`src/rtl/xnor_pkg.sv`:
```
// Shared types, defaults and helpers for the XNOR popcount accumulator.
package xnor_pkg;

   localparam int WL_DEF     = 112;
   localparam int NCHUNK_DEF = 4;

   typedef enum logic {
      IDLE  = 1'b0,
      ACCUM = 1'b1
   } acc_state_e;

   // Tags that travel through the popcount pipeline next to each beat.
   typedef struct packed {
      logic start;
      logic add;
      logic last;
   } beat_tag_t;

   function automatic int clog2(input int n);
      int r;
      r = 0;
      for (int i = 0; i < 31; i++) begin
         if ((1 << i) < n) r = i + 1;
      end
      return r;
   endfunction

endpackage

```
`src/rtl/popcount_pipe.sv`:
```
// Two-stage popcount: stage 1 counts each half-word, stage 2 sums the halves.
module popcount_pipe
   import xnor_pkg::*;
#(
   parameter  int WL = WL_DEF,
   localparam int PW = clog2(WL + 1)
) (
   input  logic          clk_sys,
   input  logic          rst,
   input  logic          in_valid,
   input  logic [WL-1:0] in_bits,
   output logic          out_valid,
   output logic [PW-1:0] out_count
);

   localparam int LW = WL / 2;

   logic [PW-1:0] cnt_lo;
   logic [PW-1:0] cnt_hi;
   logic [PW-1:0] s1_lo;
   logic [PW-1:0] s1_hi;
   logic          s1_vld;

   // Low half holds floor(WL/2) bits, high half holds the remaining ceil(WL/2).
   always_comb begin
      cnt_lo = '0;
      cnt_hi = '0;
      for (int i = 0; i < WL; i++) begin
         if (i < LW) cnt_lo = cnt_lo + PW'(in_bits[i]);
         else        cnt_hi = cnt_hi + PW'(in_bits[i]);
      end
   end

   always_ff @(posedge clk_sys) begin
      if (rst) begin
         s1_vld    <= 1'b0;
         s1_lo     <= '0;
         s1_hi     <= '0;
         out_valid <= 1'b0;
         out_count <= '0;
      end else begin
         s1_vld    <= in_valid;
         s1_lo     <= cnt_lo;
         s1_hi     <= cnt_hi;
         out_valid <= s1_vld;
         out_count <= s1_lo + s1_hi;
      end
   end

endmodule

```
`src/rtl/xnor_popcount_acc.sv`:
```
// Framed XNOR-popcount dot-product accumulator with optional binarising threshold.
// Define XNOR_ACC_THRESH_EN to build the obit comparator; otherwise obit is tied 0.
//
//   state | meaning
//   IDLE  | waiting for a beat with iFIRST
//   ACCUM | inside a vector, cnt beats accepted so far
module xnor_popcount_acc
   import xnor_pkg::*;
#(
   parameter  int WL     = WL_DEF,
   parameter  int NCHUNK = NCHUNK_DEF,
   localparam int OW     = clog2(WL * NCHUNK + 1)
) (
   input  logic          iCLK,
   input  logic          iRST,
   input  logic          iEN,
   input  logic          iFIRST,
   input  logic          iLAST,
   input  logic [WL-1:0] idata,
   input  logic [WL-1:0] iweight,
   input  logic [OW-1:0] ithresh,
   output logic [OW-1:0] odata,
   output logic          obit,
   output logic          oEN,
   output logic          oERR
);

   localparam int PW = clog2(WL + 1);
   localparam int CW = clog2(NCHUNK + 1);
   localparam logic [CW-1:0] CNT_ONE  = CW'(1);
   localparam logic [CW-1:0] CNT_FULL = CW'(NCHUNK);

   acc_state_e    state, state_nxt;
   logic [CW-1:0] cnt, cnt_nxt;
   logic          err_nxt;
   logic          take;
   beat_tag_t     tag_in, s1_tag, s2_tag;

   logic          pc_vld;
   logic [PW-1:0] pc;
   logic [OW-1:0] acc, acc_nxt;
   logic          obit_nxt;

   always_ff @(posedge iCLK) begin
      if (iRST) begin
         state <= IDLE;
         cnt   <= '0;
         oERR  <= 1'b0;
      end else begin
         state <= state_nxt;
         cnt   <= cnt_nxt;
         oERR  <= err_nxt;
      end
   end

   always_comb begin
      state_nxt = state;
      cnt_nxt   = cnt;
      err_nxt   = 1'b0;
      take      = 1'b0;
      tag_in    = '0;
      if (iEN) begin
         if (iFIRST) begin
            take         = 1'b1;
            tag_in.start = 1'b1;
            tag_in.add   = 1'b1;
            cnt_nxt      = CNT_ONE;
            state_nxt    = ACCUM;
            err_nxt      = (state == ACCUM);
            if (iLAST) begin
               tag_in.last = 1'b1;
               state_nxt   = IDLE;
               cnt_nxt     = '0;
               if (CNT_ONE != CNT_FULL) err_nxt = 1'b1;
            end
         end else if (state == IDLE) begin
            err_nxt = 1'b1;
         end else if (cnt != CNT_FULL) begin
            take       = 1'b1;
            tag_in.add = 1'b1;
            cnt_nxt    = cnt + CNT_ONE;
            if (iLAST) begin
               tag_in.last = 1'b1;
               state_nxt   = IDLE;
               cnt_nxt     = '0;
               if (cnt + CNT_ONE != CNT_FULL) err_nxt = 1'b1;
            end
         end else begin
            // Overlong vector: drop the data but still close out on iLAST.
            err_nxt = 1'b1;
            if (iLAST) begin
               take        = 1'b1;
               tag_in.last = 1'b1;
               state_nxt   = IDLE;
               cnt_nxt     = '0;
            end
         end
      end
   end

   popcount_pipe #(.WL(WL)) u_popcount (
      .clk_sys   (iCLK),
      .rst       (iRST),
      .in_valid  (take),
      .in_bits   (~(idata ^ iweight)),
      .out_valid (pc_vld),
      .out_count (pc)
   );

   always_ff @(posedge iCLK) begin
      if (iRST) begin
         s1_tag <= '0;
         s2_tag <= '0;
      end else begin
         s1_tag <= tag_in;
         s2_tag <= s1_tag;
      end
   end

   always_comb begin
      acc_nxt = acc;
      if (s2_tag.add) acc_nxt = s2_tag.start ? OW'(pc) : acc + OW'(pc);
   end

`ifdef XNOR_ACC_THRESH_EN
   logic [OW-1:0] thr_s1, thr_s2;

   always_ff @(posedge iCLK) begin
      if (iRST) begin
         thr_s1 <= '0;
         thr_s2 <= '0;
      end else begin
         thr_s1 <= ithresh;
         thr_s2 <= thr_s1;
      end
   end

   assign obit_nxt = (acc_nxt >= thr_s2);
`else
   logic unused_thresh;
   assign unused_thresh = ^ithresh;
   assign obit_nxt      = 1'b0;
`endif

   always_ff @(posedge iCLK) begin
      if (iRST) begin
         acc   <= '0;
         odata <= '0;
         obit  <= 1'b0;
         oEN   <= 1'b0;
      end else begin
         oEN <= 1'b0;
         if (pc_vld) begin
            acc <= acc_nxt;
            if (s2_tag.last) begin
               odata <= acc_nxt;
               obit  <= obit_nxt;
               oEN   <= 1'b1;
            end
         end
      end
   end

endmodule

```
`config.mk`:
```
export PLATFORM = sky130hd
export DESIGN_NAME = xnor_popcount_acc
export DESIGN_NICKNAME = d
export VERILOG_FILES = /design/src/rtl/xnor_pkg.sv /design/src/rtl/popcount_pipe.sv /design/src/rtl/xnor_popcount_acc.sv
export SDC_FILE = /design/constraint.sdc
export NUM_CORES = 1
export LEC_CHECK = 0
export ABC_AREA = 1
export CAP_MARGIN = 20
export CORE_MARGIN = 2
export CORE_UTILIZATION = 40
export CTS_BUF_LIST = sky130_fd_sc_hd__clkbuf_2 sky130_fd_sc_hd__clkbuf_4 sky130_fd_sc_hd__clkbuf_8
export CTS_CLUSTER_DIAMETER = 60
export DETAILED_ROUTE_END_ITERATION = 7
export PLACE_DENSITY = 0.75
export SYNTH_ARGS = -nofsm -noshare
export SYNTH_HDL_FRONTEND = slang
export SYNTH_SLANG_ARGS = --single-unit
export TNS_END_PERCENT = 20
```
`constraint.sdc`:
```
create_clock -name iCLK -period 8.7 [get_ports iCLK]
set_input_delay 0.87 -clock iCLK [delete_from_list [all_inputs] [get_ports iCLK]]
set_output_delay 0.87 -clock iCLK [all_outputs]
set_load 0.02 [all_outputs]
```
==> impl_metrics.yaml, run 1 <==
# generated from flow reports
outcome:
  outcome: "complete, no violations"
placed_design:
  placed_area_mm2: 0.00877
  place_inst: 1118
  dpl.hpwl_mm: 12.3
  pre_cts_slack_ps: 1650
  place.gp.congestion: 0.857
  numPortBuffers: 239
routing:
  drc_errors: 0
  drt_wl_total_mm: 13.3
  num_vias: 5043
  drtIter0Drc: 154
  dr.pass1.iters: 4
  wl_per_cell_um: 11.8
  via_per_inst: 4.48
  postRouteAntennaNets: 0
hold_path:
  hp-class: "register to register"
  worstHoldPathCells: 2
worst_setup_path:
  worstPathArrival_ps: 6870
  required_ps: 8890
  slowest_delay_ps: 550
  critPathSlowestCell: "fa_1"
  rr_worst_depth: 13
  path_cells: "clkdlybuf4s50_1, xnor2_1, ha_1, inv_1, fa_1, fa_1, fa_1, fa_1, fa_1, fa_1, inv_1, fa_1, fa_1, inv_1, fa_1, nor2_1, o21ai_0, a21boi_0, o21ai_0, nor2_1"
  r2r_slack_ps: 6830
  cp_num_buf_inv: 4
  crit_path_frequent_cell: "fa_1"
  cp_max_fo: 3
  path_depth: 20
  start_kind: "input port"
  end_kind: "register"
  path_delay_family: "adder cells"
  worstSetupPathType: "input port to register"
timing:
  hold_viol: 0
  setup_violations: 0
  fin_worst_skew_ps: 6.80
  slew_violations: 0
  period_minus_slack_ps: 6680
  fin_setup_tns_ps: 0
  slew_headroom: 0.627
  setup_slack_ps: 2020
  rsz0062_at_grt: "false"
  max_freq_ghz: 0.150
  worst_pin_slew_ps: 559
  finalCritPeriodShare: 0.768
  hold_slack_ps: 400
clocking:
  cts_resized: 0
  insertion_delay_ps: 300
  cts_sinks: 53
  clk_pin_slew_ps: 90
  post-cts-setup-buffer-count: 0
  root_buffer: "clkbuf_8"
  clock_path_buffers: 2
  cts_made_buffers: 5
  cts_tree: "yes"
  cts_htree_levels: 2
die:
  fp_util: 0.408
  die_h_um: 128
  rows: 45
  core_area_mm2: 0.0151
  ios: 250
  dieWidth_um: 128
  chipArea_mm2: 0.0165
synthesis:
  muxShareOfSynthArea: 0
  synth_seq_share: 0.172
  ys_warn_count: 0
  synth-xor-area-share: 0.164
  synth_flops: 53
  synth_cells: 699
  yosysMostFrequentCell: "inv_1"
  avgSynthCellArea_um2: 8.84
  ys_sh_adder: 0.390
  ys_sh_aoi: 0.0767
  synth_area_leader_cell: "fa_1"
  syn_nets: 1073
  ys_top_logic_family: "adder cells"
  top_cell_area_share: 0.305
  netlist_area_mm2: 0.00618
  synth_chip_area_mm2: 0.00618
  ys_cells: 699
  async_flop_share: 0
  area_leaders: "fa_1, dfxtp_1, inv_1, ha_1, xnor2_1"
  ys_sh_simple: 0.0889
  edf_count: 0
  ys_types: 38
  netlist_top_cells_count: "inv_1, fa_1, nand2_1"
  synthFlopType: "dfxtp_1"
final_layout:
  final_nets: 1311
  postLayoutCellArea_mm2: 0.00889
  area_delta_synth_final_pct: 43.9
  stdcell_count: 1126
  antenna_cells: 0
  utilization: 0.587
  n_fill_cell: 1350
  reg_top3: "acc: 9 flops, odata: 9 flops"
  layout-drive-gt1-share: 0.0171
run:
  warnings: 37
  maxCapViolations: 0
global_routing:
  grt_pass1_wl_mm: 23.4
  overflow: 0
  grtUsageTotal: 0.173
  grt_pass1_vias: 5455
  antenna_found_initial: 0
  grt_max_degree: 31
-- run 1: cells in the final DEF (no fill, tap or decap), types with 2 or more instances in the layout --
cell type	n
xnor2_1	58
fa_1	94
a21oi_1	34
clkbuf_8	6
dfxtp_1	53
o21ai_0	31
nand2_1	60
o21ai_1	4
nand3_1	16
o22ai_1	2
a21oi_2	2
inv_1	164
ha_1	42
xor2_1	58
clkdlybuf4s50_1	239
o211ai_1	2
nor2_1	47
a31oi_1	3
a21boi_0	2
nand4_1	2
-- run 1: cell type report --
class | count | area (um2) | area share
clock buffers | 7 | 90.1 | 0.0101
clock inverters | 1 | 30.0 | 0.00338
inverters | 166 | 623 | 0.0701
multi-input cells | 471 | 4450 | 0.501
flip-flops and latches | 53 | 1060 | 0.119
well taps | 188 | 235 | 0.0265
repair buffers | 240 | 2400 | 0.270
-- run 1: worst min-delay path, stage by stage (launching register included) --
cell and delay [ps]:
dfxtp_1 300, inv_1 40, nor2_1 30
-- run 1: routing by layer --
| layer | vias to the layer above | GRT usage | part of all wire |
|---|---|---|---|
| li1 | 2558 | - | - |
| met1 | 2337 | 0.192 | 0.38 |
| met2 | 136 | 0.346 | 0.56 |
| met3 | 12 | 0.0255 | 0.048 |
| met4 | 0 | 0.0310 | 0.012 |
| met5 | - | 0 | 0 |
-- run 1: worst paths after layout --
kind | endpoint | start
max | u_popcount.s1_lo[6] | idata[0]
min | u_popcount.out_valid | u_popcount.s1_vld
max reg2reg | acc[6] | acc[0]
min reg2reg | u_popcount.out_valid | u_popcount.s1_vld
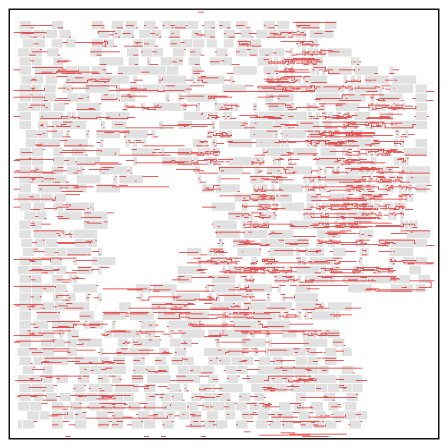
run_1/layer_met1.png
- longest straight run: 27.6 um
- main direction: horizontal
- share of all routed wire: 38%
- nets with wire on the layer: 1,141
- wire length on this layer: 5,030 um

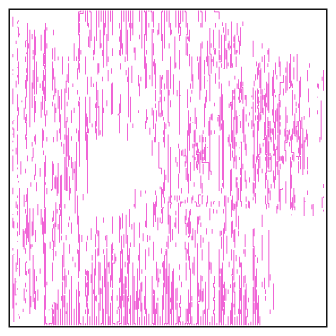
run_1/layer_met2.png
- share of all routed wire: 56%
- main direction: vertical

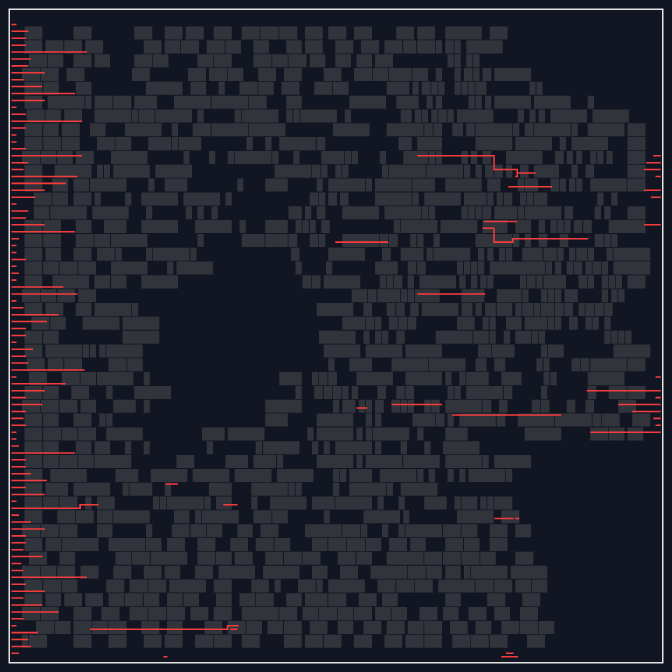
run_1/layer_met3.png
- main direction: horizontal
- wire length on this layer: 637 um
- share of all routed wire: 4.8%

run_1/congestion.png
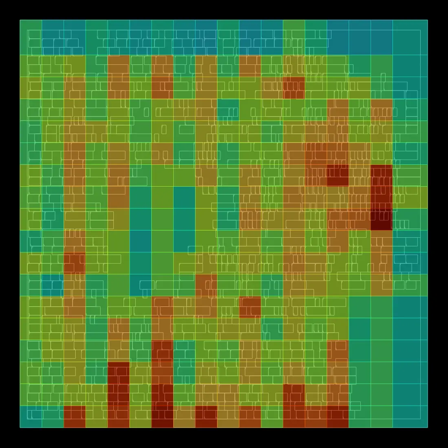

## Run 2: what changed since run 1
==> constraint.sdc (replaced) <==
create_clock -name iCLK -period 6.28 [get_ports iCLK]
set_input_delay 0.628 -clock iCLK [delete_from_list [all_inputs] [get_ports iCLK]]
set_output_delay 0.628 -clock iCLK [all_outputs]
set_load 0.02 [all_outputs]
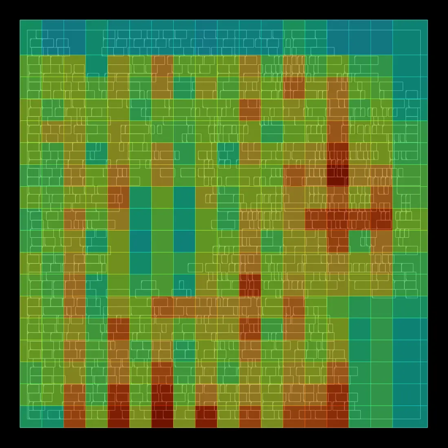
run_2/congestion.png
WL per Instance: 11.7 um
GR Layer Usage met1: 0.191
met3 Use GR: 0.0250
Final Util: 0.591

==> impl_metrics.yaml, run 2 <==
# generated from flow reports
outcome:
  outcome: "complete, no violations"
placed_design:
  place_inst: 1127
  place.gp.congestion: 0.851
  numPortBuffers: 239
  dpl.hpwl_mm: 12.1
routing:
  postRouteAntennaNets: 0
  via_per_inst: 4.48
  dr.pass1.iters: 4
  met1_length_mm: 5.09
  drt_wl_total_mm: 13.3
  top_layer: "met4"
  drc_errors: 0
  wl_met3_um: 665
synthesis:
  ys_cells: 699
  netlist_area_mm2: 0.00618
  top_cell_area_share: 0.305
  ys_types: 38
  avgSynthCellArea_um2: 8.84
  synth_chip_area_mm2: 0.00618
  synthFlopType: "dfxtp_1"
  synth_area_leader_cell: "fa_1"
  syn_nets: 1073
  async_flop_share: 0
  synth_flops: 53
  area_leaders: "fa_1, dfxtp_1, inv_1, ha_1, xnor2_1"
  netlist_top_cells_count: "inv_1, fa_1, nand2_1"
  synth_cells: 699
  synth_seq_share: 0.172
timing:
  setup_violations: 0
  slew_violations: 0
  slew_headroom: 0.622
  finalCritPeriodShare: 0.962
  period_minus_slack_ps: 6040
  hold_viol: 0
  setup_slack_ps: 238
  max_freq_ghz: 0.166
  fin_worst_skew_ps: 5.90
worst_setup_path:
  end_kind: "register"
  r2r_slack_ps: 4450
  crit_path_frequent_cell: "fa_1"
  required_ps: 6530
  start_kind: "input port"
  worstSetupPathType: "input port to register"
  rr_worst_depth: 13
  worstPathArrival_ps: 6290
  cp_num_buf_inv: 4
  cp_max_fo: 2
clocking:
  clock_path_buffers: 2
  cts_htree_levels: 2
  cts_sinks: 53
  insertion_delay_ps: 310
  cts_tree: "yes"
  root_buffer: "clkbuf_8"
final_layout:
  reg_top3: "acc: 9 flops, odata: 9 flops"
  layout_top_cells: "clkdlybuf4s50_1, inv_1, fa_1"
  final_nets: 1319
  layout-drive-gt1-share: 0.0339
  area_delta_synth_final_pct: 44.9
  final_common_cell: "clkdlybuf4s50_1"
  antenna_cells: 0
global_routing:
  grt_pass1_wl_mm: 22.8
  antenna_found_initial: 0
  grtUsageTotal: 0.169
  overflow: 0
  grt_pass1_vias: 5343
hold_path:
  hp-class: "register to register"
  worstHoldPathCells: 2
run:
  warnings: 38
  maxCapViolations: 0
die:
  fp_util: 0.408
  rows: 45
  die_h_um: 128
  ios: 250
  core_area_mm2: 0.0151
  chipArea_mm2: 0.0165
  dieWidth_um: 128
==> run 2: logic make-up after synthesis <==
kind of cell / after synthesis / synth area share
buffers and inverters: 175 / 0.108
adder cells (fa/ha/maj): 136 / 0.390
AND/OR/NAND/NOR: 132 / 0.0889
XOR/XNOR: 116 / 0.164
AND-OR/OR-AND: 86 / 0.0767
flip-flops: 53 / 0.172
other: 1 / 0.000607
==> run 2: layer usage <==
layer | global-route usage | vias up
met1 | 0.191 | 2333
li1 | - | 2585
met5 | 0 | -
met3 | 0.0250 | 16
met4 | 0.0336 | 0
met2 | 0.335 | 147
==> run 2: timing repair <==
item,4_1_cts,5_1_grt
gates resized,4,14
endpoints found under the setup margin,5,10
buffers inserted,0,0
pin swaps,2,18
==> run 2: worst paths after layout <==
kind,to,start
worst min register to register,s2_tag[0],s1_tag[0]
worst max-delay path,u_popcount.s1_lo[6],iweight[1]
worst max register to register,acc[6],acc[0]
worst min-delay path,s2_tag[0],s1_tag[0]
==> run 2: cell type report <==
cell class,count,area (um2),share of cell area
well taps,188,235,0.0263
flip-flops and latches,53,1060,0.119
inverters,166,623,0.0696
clock inverters,1,7.51,0.000839
clock buffers,6,82.6,0.00922
multi-input cells,471,4480,0.500
repair buffers,248,2460,0.275
==> run 2: through the flow <==
step / hold WS (ps) / util / instance area (um2)
detailed placement: 398 / 0.583 / 8840
global route: 430 / 0.591 / 8950
floorplan: 388 / - / 6180
CTS: 410 / 0.589 / 8930
finish: 407 / 0.591 / 8950
global placement: 391 / 0.583 / 8840
